## src/rtl/shift_reg_univ_if.sv

```systemverilog
// Bus for the universal shift register: control/data inputs and register outputs.
// The master side drives mode/data; the slave side is the shift register itself.
interface shift_reg_univ_if #(
    parameter int WIDTH = 8
);
    localparam int CW = $clog2(WIDTH + 1);

    logic             clr;
    logic [1:0]       mode;
    logic             sin_r;
    logic             sin_l;
    logic [WIDTH-1:0] pin;
    logic             rot;
    logic [WIDTH-1:0] q;
    logic             sout_r;
    logic             sout_l;
    logic [CW-1:0]    cnt;
    logic             done;

    modport master (
        output clr, mode, sin_r, sin_l, pin, rot,
        input  q, sout_r, sout_l, cnt, done
    );

    modport slave (
        input  clr, mode, sin_r, sin_l, pin, rot,
        output q, sout_r, sout_l, cnt, done
    );
endinterface

```

## src/rtl/shift_reg_univ.sv

```systemverilog
// Universal shift register: hold / shift right / shift left / parallel load, with
// registered serial outs, a saturating shift counter and a done pulse. SHIFT_ROTATE_EN enables rotate.
module shift_reg_univ #(
    parameter  int WIDTH = 8,
    localparam int CW    = $clog2(WIDTH + 1)
) (
    input  logic            i_clk,
    input  logic            i_rst_n,
    shift_reg_univ_if.slave io_bus
);

    typedef enum logic [1:0] {
        M_HOLD = 2'b00,
        M_SHR  = 2'b01,
        M_SHL  = 2'b10,
        M_LOAD = 2'b11
    } mode_e;

    localparam logic [CW-1:0] LP_FULL = CW'(WIDTH);
    localparam logic [CW-1:0] LP_LAST = CW'(WIDTH - 1);

    logic [WIDTH-1:0] r_q;
    logic             r_sout_r;
    logic             r_sout_l;
    logic [CW-1:0]    r_cnt;
    logic             r_done;

    mode_e            w_mode;
    logic             w_fill_r;
    logic             w_fill_l;
    logic             w_shift;
    logic [WIDTH-1:0] w_q_nxt;
    logic             w_sout_r_nxt;
    logic             w_sout_l_nxt;
    logic [CW-1:0]    w_cnt_nxt;
    logic             w_done_nxt;

    assign w_mode = mode_e'(io_bus.mode);

`ifdef SHIFT_ROTATE_EN
    // Rotation feeds the bit leaving the far end back in instead of the serial input.
    assign w_fill_r = io_bus.rot ? r_q[0]       : io_bus.sin_r;
    assign w_fill_l = io_bus.rot ? r_q[WIDTH-1] : io_bus.sin_l;
`else
    logic w_unused_rot;
    assign w_unused_rot = io_bus.rot;
    assign w_fill_r     = io_bus.sin_r;
    assign w_fill_l     = io_bus.sin_l;
`endif

    always_comb begin
        w_q_nxt      = r_q;
        w_sout_r_nxt = r_sout_r;
        w_sout_l_nxt = r_sout_l;
        w_shift      = 1'b0;
        case (w_mode)
            M_SHR: begin
                w_q_nxt      = {w_fill_r, r_q[WIDTH-1:1]};
                w_sout_r_nxt = r_q[0];
                w_shift      = 1'b1;
            end
            M_SHL: begin
                w_q_nxt      = {r_q[WIDTH-2:0], w_fill_l};
                w_sout_l_nxt = r_q[WIDTH-1];
                w_shift      = 1'b1;
            end
            M_LOAD:  w_q_nxt = io_bus.pin;
            default: ;
        endcase
    end

    // Both shift directions share one counter; a hold leaves the frame intact.
    always_comb begin
        w_cnt_nxt  = r_cnt;
        w_done_nxt = 1'b0;
        if (w_mode == M_LOAD) begin
            w_cnt_nxt = '0;
        end else if (w_shift) begin
            w_done_nxt = (r_cnt == LP_LAST);
            if (r_cnt != LP_FULL) w_cnt_nxt = r_cnt + 1'b1;
        end
    end

    always_ff @(posedge i_clk or negedge i_rst_n) begin
        if (!i_rst_n) begin
            r_q      <= '0;
            r_sout_r <= 1'b0;
            r_sout_l <= 1'b0;
            r_cnt    <= '0;
            r_done   <= 1'b0;
        end else if (io_bus.clr) begin
            r_q      <= '0;
            r_sout_r <= 1'b0;
            r_sout_l <= 1'b0;
            r_cnt    <= '0;
            r_done   <= 1'b0;
        end else begin
            r_q      <= w_q_nxt;
            r_sout_r <= w_sout_r_nxt;
            r_sout_l <= w_sout_l_nxt;
            r_cnt    <= w_cnt_nxt;
            r_done   <= w_done_nxt;
        end
    end

    assign io_bus.q      = r_q;
    assign io_bus.sout_r = r_sout_r;
    assign io_bus.sout_l = r_sout_l;
    assign io_bus.cnt    = r_cnt;
    assign io_bus.done   = r_done;

endmodule

```

## src/flat_wrapper.sv

```systemverilog
// flat-port wrapper written by rule: the top's interface ports become plain ports
module shift_reg_univ_flat 
#(
    parameter  int WIDTH = 8,
    localparam int CW    = $clog2(WIDTH + 1)
)
  (i_clk, i_rst_n, io_bus_clr, io_bus_mode, io_bus_sin_r, io_bus_sin_l, io_bus_pin, io_bus_rot, io_bus_q, io_bus_sout_r, io_bus_sout_l, io_bus_cnt, io_bus_done);
  shift_reg_univ_if #(.WIDTH(WIDTH)) io_bus_i ();
  input  logic i_clk;
  input  logic i_rst_n;
  input wire logic [$bits(io_bus_i.clr)-1:0] io_bus_clr;
  input wire logic [$bits(io_bus_i.mode)-1:0] io_bus_mode;
  input wire logic [$bits(io_bus_i.sin_r)-1:0] io_bus_sin_r;
  input wire logic [$bits(io_bus_i.sin_l)-1:0] io_bus_sin_l;
  input wire logic [$bits(io_bus_i.pin)-1:0] io_bus_pin;
  input wire logic [$bits(io_bus_i.rot)-1:0] io_bus_rot;
  output wire logic [$bits(io_bus_i.q)-1:0] io_bus_q;
  output wire logic [$bits(io_bus_i.sout_r)-1:0] io_bus_sout_r;
  output wire logic [$bits(io_bus_i.sout_l)-1:0] io_bus_sout_l;
  output wire logic [$bits(io_bus_i.cnt)-1:0] io_bus_cnt;
  output wire logic [$bits(io_bus_i.done)-1:0] io_bus_done;
  assign io_bus_i.clr = io_bus_clr;
  assign io_bus_i.mode = io_bus_mode;
  assign io_bus_i.sin_r = io_bus_sin_r;
  assign io_bus_i.sin_l = io_bus_sin_l;
  assign io_bus_i.pin = io_bus_pin;
  assign io_bus_i.rot = io_bus_rot;
  assign io_bus_q = io_bus_i.q;
  assign io_bus_sout_r = io_bus_i.sout_r;
  assign io_bus_sout_l = io_bus_i.sout_l;
  assign io_bus_cnt = io_bus_i.cnt;
  assign io_bus_done = io_bus_i.done;
  shift_reg_univ #(.WIDTH(WIDTH)) u_core (.i_clk(i_clk), .i_rst_n(i_rst_n), .io_bus(io_bus_i));
endmodule
```

## config.mk

```make
export PLATFORM = sky130hd
export DESIGN_NAME = shift_reg_univ_flat
export DESIGN_NICKNAME = d
export VERILOG_FILES = /design/src/rtl/shift_reg_univ_if.sv /design/src/rtl/shift_reg_univ.sv /design/src/flat_wrapper.sv
export SDC_FILE = /design/constraint.sdc
export NUM_CORES = 1
export LEC_CHECK = 0
export ABC_CLOCK_PERIOD_IN_PS = 1800
export CAP_MARGIN = 20
export CORE_ASPECT_RATIO = 0.8
export CORE_MARGIN = 2
export CORE_UTILIZATION = 44
export DETAILED_ROUTE_END_ITERATION = 7
export PLACE_DENSITY = 0.78
export SYNTH_ARGS = -nofsm -noshare
export SYNTH_HDL_FRONTEND = slang
export SYNTH_SLANG_ARGS = --single-unit
```

## constraint.sdc

```tcl
create_clock -name i_clk -period 1.8 [get_ports i_clk]
set_input_delay 0.36 -clock i_clk [delete_from_list [all_inputs] [get_ports i_clk]]
set_output_delay 0.36 -clock i_clk [all_outputs]
set_load 0.02 [all_outputs]
```

==> run_1/port_trees.png <==
(6 px per um)
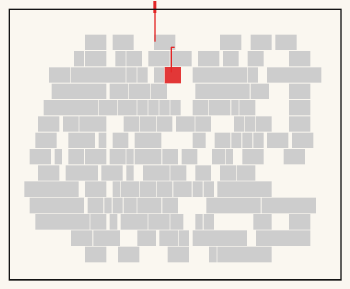
port	colour	bits	direction	edge	end cells	buffers	wire
`io_bus_sin_l`	red	1	input	top	1	1	9.50 um

==> run_1/util_map.png <==
(4 px per um) The die is cut into 11 by 9 equal tiles; dark purple is low, yellow is high, 0 to 100% covered.
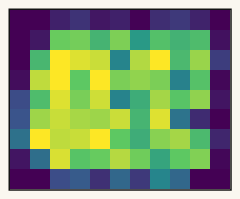
tiles over 75% full	37%
mean over tiles	53%
nearly empty tiles	13%
fullest tile	100%
densest ninth of the die	middle
area of the core region: 1927 um^2
Floorplan Utilization: 0.4760
utilization after layout: 0.6877

==> run_1/ff_map.png <==
(6 px per um)
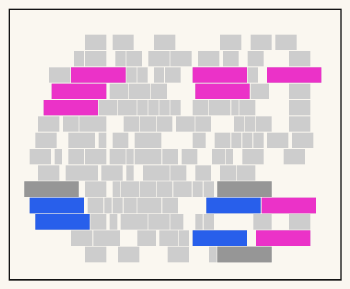
name in the netlist	colour	sequential cells
`u_core.io_bus.cnt`	blue	4
`u_core.io_bus.q`	magenta	8
not coloured	3
total sequential power: 0.377 mW
sequential portion of the cell area: 0.2833
area taken by flip-flops and latches: 375.4 um^2

==> run 1: cell families after synthesis <==
| kind of cell | after synthesis | share of synthesized area |
|---|---|---|
| AND-OR/OR-AND | 31 | 0.2387 |
| AND/OR/NAND/NOR | 23 | 0.1528 |
| flip-flops | 15 | 0.4093 |
| buffers and inverters | 13 | 0.07229 |
| adder cells (fa/ha/maj) | 7 | 0.09549 |
| multiplexers | 2 | 0.02183 |
| XOR/XNOR | 1 | 0.009552 |
==> run 1: synth_stat cells <==
master and n:
sky130_fd_sc_hd__nand2b_1 1, sky130_fd_sc_hd__nor3b_2 1, sky130_fd_sc_hd__xor2_1 1, sky130_fd_sc_hd__buf_4 2, sky130_fd_sc_hd__inv_1 6, sky130_fd_sc_hd__nor3_1 8
sky130_fd_sc_hd__nor3b_1 1, sky130_fd_sc_hd__clkbuf_1 1, sky130_fd_sc_hd__a22oi_1 8, sky130_fd_sc_hd__nor4_1 1, sky130_fd_sc_hd__buf_2 2, sky130_fd_sc_hd__nand2_1 2
sky130_fd_sc_hd__a32o_1 2, sky130_fd_sc_hd__a22o_2 1, sky130_fd_sc_hd__nand4b_1 1, sky130_fd_sc_hd__a22o_1 7, sky130_fd_sc_hd__mux2i_1 2, sky130_fd_sc_hd__or3b_4 1
sky130_fd_sc_hd__or3_2 1, sky130_fd_sc_hd__or2_4 1, sky130_fd_sc_hd__o21bai_1 1, sky130_fd_sc_hd__dfrtp_1 15, sky130_fd_sc_hd__a21oi_1 9, sky130_fd_sc_hd__buf_6 1
sky130_fd_sc_hd__nor2_1 3, sky130_fd_sc_hd__ha_1 7, sky130_fd_sc_hd__o21ai_0 3, sky130_fd_sc_hd__or2_2 2, sky130_fd_sc_hd__buf_1 1
==> run 1: worst max path at each step <==
stage	from	depth (start not counted)	end
final	io_bus_mode[0]	5	u_core.io_bus.cnt[1]
after global routing	io_bus_mode[0]	5	u_core.io_bus.cnt[1]
after CTS	io_bus_mode[0]	5	u_core.io_bus.cnt[1]
after detailed placement	io_bus_mode[0]	5	u_core.io_bus.q[4]
after global placement	io_bus_mode[0]	5	u_core.io_bus.q[4]
after floorplan	io_bus_mode[0]	5	u_core.io_bus.cnt[1]
==> run 1: per-stage QoR <==
| stage | util | instance area [um^2] |
|---|---|---|
| after detailed placement | 0.6701 | 1291 |
| final | 0.6877 | 1325 |
| after CTS | 0.6864 | 1323 |
| after floorplan | - | 917.1 |
| after global routing | 0.6877 | 1325 |
| after global placement | 0.6701 | 1291 |
==> run 1: worst max-delay path: cells and delay by family <==
kind | cells | cell delay [ns]
compound gates | 1 | 0.26
fa+ha+maj | 1 | 0.22
buf+inv | 1 | 0.45
simple gates | 2 | 0.65
==> run 1: state kept, by name (all words and copies together), names as in the netlist <==
register,flops
u_core.io_bus.sout_r,1
u_core.io_bus.sout_l,1
u_core.io_bus.done,1
u_core.io_bus.cnt,4
u_core.io_bus.q,8
==> run 1: cell type report <==
cell class,count,area share
Sequential cell,15,0.2833
Clock buffer,3,0.01700
Timing Repair Buffer,42,0.2927
Clock inverter,1,0.003777
Multi-Input combinational cell,64,0.3636
Inverter,6,0.01700
Tap cell,24,0.02266
==> run summary, run 1 <==
Implementation results.

The flow ran to the end, and the final reports show no timing, DRC or antenna violations. STA classifies the critical path startpoint as an input pin. After detailed routing, the met3 layer carries 182 um of wire. Routing resource usage on met3 recorded by global route was 0.08278. The global-route met1 utilization is 0.2770. The total instance count after detailed placement is 151.

TritonRoute output was used to compute an average wire per cell of around 14 um. Looking at the max-slew report, the worst-margin pin has a slew of a little over 0.4 ns. The kind of end point of the critical path is a flip-flop.

Port buffering added 29 buffers. The row count is 14. The number of sinks handled by clock tree synthesis is 15. The fraction of layout instances using a drive strength above 1 is 0.1985. According to the timing report, the arrival time at the worst endpoint equals 1.94 ns. The most critical hold endpoint after final layout shows a slack of 0.3761 ns. After routing, the total negative slack on setup checks comes to 0 ns.

The maximum clock frequency is around 570 MHz. Measured along the y axis, the die boundary spans 44.84 um. The number of buffers inserted to repair setup after CTS is 0. The switching portion of total power comes to 0.3007. The clock network consumes a total of approximately 0.19 mW. The post-placement setup slack is -0.3659 ns. The number of setup violations in the final report is 0.

The chip area estimate from yosys synthesis is approximately 900 um^2. The group drawing the most power is sequential cells. The worst slew slack as a fraction of its limit is 0.7251. The overall die area is 2468 um^2.

The total power divided by cell area is 620.6 nW/um^2. The startpoint identified for the worst register-to-register timing path is u_core.io_bus.cnt[1]. The detailed-routing wirelength on met1 is 992 um. The leakage power summed over all cells is around 0.58 nW. The max-slew violation count is 0. A synthesized cell averages 9.969 um^2. The max capacitance violation total is 0. For the final database, setup skew stands at 0.008984 ns.

The longest individual stage delay on the worst path is 0.45 ns. The first-pass GRT wire length is 3.622 mm. Among logic cells in the layout, the one with the most instances is sky130_fd_sc_hd__clkdlybuf4s50_1. In this run the number of H-tree levels came out at 1. sky130_fd_sc_hd__dfrtp_1 takes more of the synthesized area than any other cell. The endpoint of the lowest-slack register-to-register path is u_core.io_bus.cnt[1]. The post-CTS resize count is 1. Per the post-route antenna check, the number of violating nets is 0. Per STA, the worst path is made up of clkdlybuf4s50_1, ha_2, or3b_4, or2_4, a32o_1. The routed design has 2.246 mm of wire. Looking at the clock tree report, the root buffer type is sky130_fd_sc_hd__clkbuf_4.

Per the post-synthesis report, the number of cells in the design is 92. After layout, the worst setup slack is 0.03654 ns. The reg-to-reg setup timing slack is 0.18 ns. The via density per instance is 5.658. The number of nets in the synthesized netlist is 115. The number of antenna violations at the first check in global routing is 0. The final-layout fill cell count is 157. The main area contributors are sky130_fd_sc_hd__dfrtp_1 41%, sky130_fd_sc_hd__ha_1 9.5%, sky130_fd_sc_hd__a22o_1 6.7%, sky130_fd_sc_hd__a22oi_1 6.5%, sky130_fd_sc_hd__a21oi_1 4.9%. The insertion delay to the later sink of the worst-skew pair is 0.29 ns.

The routed length on met2 is 1.053 mm. The synthesis log from Yosys contains 0 warnings. Per the layout area report, the combinational gate area comes to 481.7 um^2. Of all nets on the critical path, the largest fanout is 3. The power report attributes to the combinational group a share of 0.309. The total global-route track usage is 0.2108.

CTS added clock buffers totalling 3. The net count reported at finish is 155. The post-synth register bit count is 15. The count of vias placed by the detailed router is 877. After legalization and detailed placement, the total HPWL measured 1.738 mm.

The highest supply drop recorded on VDD is around 570 uV. The die is 55.05 um wide. The worst min-delay path class is in2async. Per the cell usage report, the commonest logic cells after layout are 29 x sky130_fd_sc_hd__clkdlybuf4s50_1, 15 x sky130_fd_sc_hd__dfrtp_1, 13 x sky130_fd_sc_hd__buf_4. The most utilized layer in the global route result is met2.
==> run_1/clock_nets.png <==
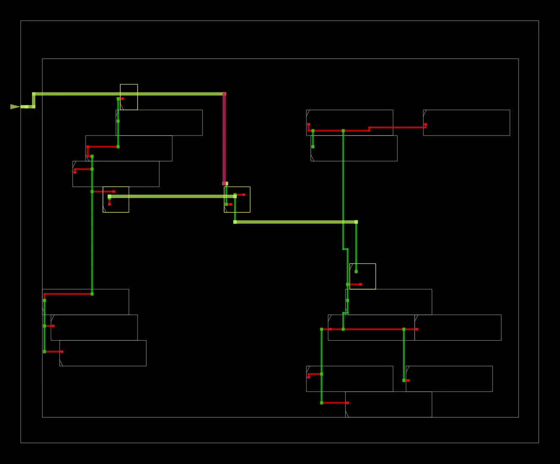

## Run 2: what changed since run 1
Settings changed: ABC_AREA set to 1, ABC_CLOCK_PERIOD_IN_PS 1800 to 1860, CORE_UTILIZATION 44 to 45.
Clock period 1.8 ns to 1.86 ns, I/O delays scaled along.
==> run_2/clock_nets.png <==
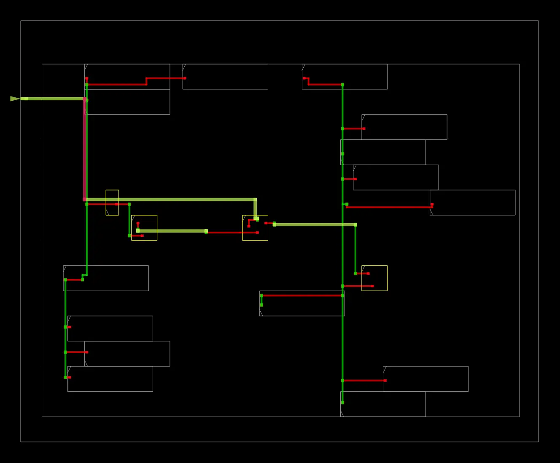
Clock Power: 0.183 mW
clock buffer count in the final layout: 4
Num CTS Buffers: 3

==> run 2 against run 1 <==
Compared with the run above:
- clock skew is 0.0025 ns lower
- flip-flop count stayed put
- global-route usage is 1.7 points lower
- non-clock buffer count is 7 lower
- final cell count is 19% higher
- hold slack better by 0.022 ns
- largest power group unchanged
- sequential share of layout area is 0.11 points lower
- largest cell class unchanged
==> run summary, run 2 <==
Implementation results.

Setup repair after global routing missed its margin: no (unchanged). The number of buffers added on ports came to 29 (unchanged). The met3 layer usage reported by global route is 0.06534 (was 0.08278). The most common cell after layout, fill and taps aside was sky130_fd_sc_hd__nand2_1 (was sky130_fd_sc_hd__clkdlybuf4s50_1). The type of origin of the critical path is a flip-flop (was input pin).

The final-layout fill cell count is 166 (was 157). The die outline height was 45.49 um (was 44.84 um). The floorplan core density came to 0.4936 (was 0.4760). The highest net fanout along the worst path is 7 (was 3).

The chip width was 55.87 um (was 55.05 um). The data required time at the worst endpoint is 1.49 ns (was 1.97 ns). The final setup skew is 0.006446 ns (was 0.008984 ns). The number of flops mapped to enable cells by yosys is 0 (unchanged). The antenna diode count is 0 (unchanged). The maximum VDD drop was 432.0 uV (was 565.2 uV). The HPWL reported at the end of detailed placement is 1.712 mm (was 1.738 mm). The final estimated routing congestion in global placement is 0.8211 (was 0.7640). The worst slew slack as a fraction of its limit is 0.7793 (was 0.7251). The cell at the root of the clock tree is sky130_fd_sc_hd__clkbuf_4 (unchanged). The total global-route track usage is 0.1942 (was 0.2108). The number of sinks handled by clock tree synthesis is 15 (unchanged).

The via density per instance is 5.130 (was 5.658). The row count came to 14 (unchanged). Leading post-synthesis cells by instance count: 35 x sky130_fd_sc_hd__nand2_1, 22 x sky130_fd_sc_hd__nand3_1, 17 x sky130_fd_sc_hd__inv_1 (was 15 x sky130_fd_sc_hd__dfrtp_1, 9 x sky130_fd_sc_hd__a21oi_1, 8 x sky130_fd_sc_hd__a22oi_1, 8 x sky130_fd_sc_hd__nor3_1). The total power divided by cell area is 593.0 nW/um^2 (was 620.6 nW/um^2). The most used flip-flop cell was sky130_fd_sc_hd__dfrtp_1 (unchanged).

The filler-free cell count of the finished design is 185 (was 155). The first-pass GRT wire length was 3.726 mm (was 3.622 mm). The count of mapped cells out of synthesis is 126 (was 92). The part of the Yosys area used for sequential elements is 0.3876 (was 0.4093). The global-route met1 utilization is 0.2321 (was 0.2770). The worst setup slack after layout is 0.07543 ns (was 0.03654 ns). The leakage power summed over all cells was 0.6321 nW (was 0.5809 nW). The number of antenna-violating nets in the routed design came to 0 (unchanged). The summed negative setup slack over all endpoints is 0 ns (unchanged). The kind of end point of the critical path was an output port (was flip-flop). The category of the most critical setup path is reg2out (was in2reg). The deepest clock path buffer count is 2 (unchanged).

The post-placement setup slack is -0.08540 ns (was -0.3659 ns). The wire length reported by the detailed router is 2.205 mm (was 2.246 mm). The maximum level of the CTS H-tree is 1 (unchanged). The proportion of synthesized flip-flops having asynchronous set or reset came to 1.000 (unchanged). The insertion delay to the later sink of the worst-skew pair is 0.28 ns (was 0.29 ns). The chip area estimate from yosys synthesis came to 968.4 um^2 (was 917.1 um^2). The max capacitance violation total came to 0 (unchanged).

The flip-flop count of the largest register after layout is 8 (unchanged). The core box area was 1962 um^2 (was 1927 um^2). The DRC marker count from the first detailed-route iteration was 10 (was 24). The post-synthesis instance area is 968.4 um^2 (was 917.1 um^2). The area growth from synthesis to layout is 37.34% (was 44.47%). The longest individual stage delay on the worst path is 0.65 ns (was 0.45 ns). The clock-pin transition on the worst setup and hold timing paths is 0.09 ns (about the same). The fraction of layout instances using a drive strength above 1 is 0.1118 (was 0.1985). The remaining design rule violation count was 0 (unchanged).

The biggest area consumer among synthesized cells is sky130_fd_sc_hd__dfrtp_1 (unchanged). The total instance count after detailed placement came to 181 (was 151). The final timing summary puts the cycle share of the worst path at 0.9594. The transition at the pin with the smallest max-transition slack came to 0.3300 ns (was 0.4123 ns). Main area contributors: sky130_fd_sc_hd__dfrtp_1 39%, sky130_fd_sc_hd__nand2_1 14%, sky130_fd_sc_hd__nand3_1 11%, sky130_fd_sc_hd__ha_1 9.0%, sky130_fd_sc_hd__inv_1 6.6% (was sky130_fd_sc_hd__dfrtp_1 41%, sky130_fd_sc_hd__ha_1 9.5%, sky130_fd_sc_hd__a22o_1 6.7%, sky130_fd_sc_hd__a22oi_1 6.5%, sky130_fd_sc_hd__a21oi_1 4.9%). The total power of the final layout is 0.7887 mW (was 0.8223 mW). The family of cells with the greatest summed delay on the critical path is buffers and inverters (was simple AND/OR/NAND/NOR gates). The net count reported at finish was 185 (was 155).

The worst path in the final design needs a cycle of 1.785 ns, including I/O delays and setup. The cts-stage hold buffer count is 0 (unchanged). Most common logic cells in the final layout: 35 x sky130_fd_sc_hd__nand2_1, 29 x sky130_fd_sc_hd__clkdlybuf4s50_1, 22 x sky130_fd_sc_hd__nand3_1 (was 29 x sky130_fd_sc_hd__clkdlybuf4s50_1, 15 x sky130_fd_sc_hd__dfrtp_1, 13 x sky130_fd_sc_hd__buf_4). The number of cell instances after yosys synthesis is 126 (was 92).

The met2 track demand over resource came to 0.3381 (was 0.3119). The count of vias placed by the detailed router is 949 (was 877). In this build the clock could be raised as far as 560.4 MHz.

The max-slew violation count is 0 (unchanged). The I/O pin count is 31 (unchanged). The overall die area was 2541 um^2 (was 2468 um^2). The number of failing hold endpoints at the final stage is 0 (unchanged).

The number of setup violations in the final report is 0 (unchanged). The tally of unique sky130hd cells used after synthesis is 21 (was 29). The average cell area after synthesis is 7.686 um^2 (was 9.969 um^2). The final cell utilization of the core is 0.6779 (was 0.6877). The most used standard cell by instance count after synthesis was sky130_fd_sc_hd__nand2_1 (was sky130_fd_sc_hd__dfrtp_1). The CTS tree is yes (unchanged).

The post-CTS resize count is 0 (was 1). The arrival time of the worst setup path is 1.41 ns (was 1.94 ns). The number of antenna violations at the first check in global routing is 0 (unchanged). The Yosys warning count is 0 (unchanged). Cell breakdown of the critical path: clkdlybuf4s50_1 (was clkdlybuf4s50_1, ha_2, or3b_4, or2_4, a32o_1).

The synthesized netlist net count is 149 (was 115). The overall overflow remaining after global route is 0 (unchanged). The combined buffer and inverter count along the critical path is 1 (unchanged). The share of the synthesized area in the top cell type came to 0.3876 (was 0.4093). The flip-flop and latch count after synthesis is 15 (unchanged).

The average routed wire per standard cell is 11.92 um (was 14.49 um). The number of buffers inserted to repair setup after CTS was 0 (unchanged). The highest-delay cell along the critical path was sky130_fd_sc_hd__clkdlybuf4s50_1 (unchanged).

The total tool warning count is 32 (unchanged). The most utilized layer in the global route result was met2 (unchanged). The largest net degree at the start of global routing is 16 (unchanged). The worst min-delay path class is in2async (unchanged). The detailed-router iteration count before antenna repair is 4 (unchanged). The via count of the first global-routing pass was 926 (was 822). Status: finished, final reports clean (unchanged).
run 2: area by class of cell:
type                    count  area (um^2)  area share
clock buffers               4        26.28     0.01976
flip-flops and latches     15        375.4      0.2822
well taps                  24        30.03     0.02258
multi-input cells          88        491.7      0.3697
repair buffers             35        335.3      0.2521
inverters                  19        71.32     0.05362
run 2: logic make-up after synthesis:
kind of cell,share of synthesized area
simple gates,0.3346
flops,0.3876
xor+xnor,0.009046
fa+ha+maj,0.09044
compound gates,0.07365
buf+inv,0.1046
run 2: metrics by stage:
| step | hold WS [ns] | cell area (um^2) |
|---|---|---|
| global route | 0.4092 | 1330 |
| detailed placement | 0.5463 | 1304 |
| finish | 0.3980 | 1330 |
| floorplan | 0.07641 | 968.4 |
| CTS | 0.3984 | 1330 |
| global placement | 0.5330 | 1304 |
run 2: layer usage:
layer	up-vias	share of wire
li1	470	-
met1	446	0.47
met2	29	0.45
met3	4	0.069
met4	0	0.012
met5	-	0
run 2: path summary, 6_finish.rpt:
check / start / cells past startpoint / slack, ns / to
min: i_rst_n / 2 / 0.40 / u_core.io_bus.q[5]
min in group i_clk: u_core.io_bus.sout_r / 2 / 0.56 / u_core.io_bus.sout_r
max: u_core.io_bus.cnt[2] / 1 / 0.08 / io_bus_cnt[2]
max in group asynchronous: i_rst_n / 2 / 1.28 / u_core.io_bus.cnt[0]
max reg2reg: u_core.io_bus.cnt[0] / 8 / 0.59 / u_core.io_bus.cnt[0]
min reg2reg: u_core.io_bus.sout_r / 2 / 0.56 / u_core.io_bus.sout_r
run 2: report_power, final:
part,total (mW),switching [mW],internal [mW]
sequential,0.366,0.0188,0.347
clock,0.183,0.0999,0.0832
combinational,0.240,0.129,0.111
Power is estimated from default activity; no workload was simulated.
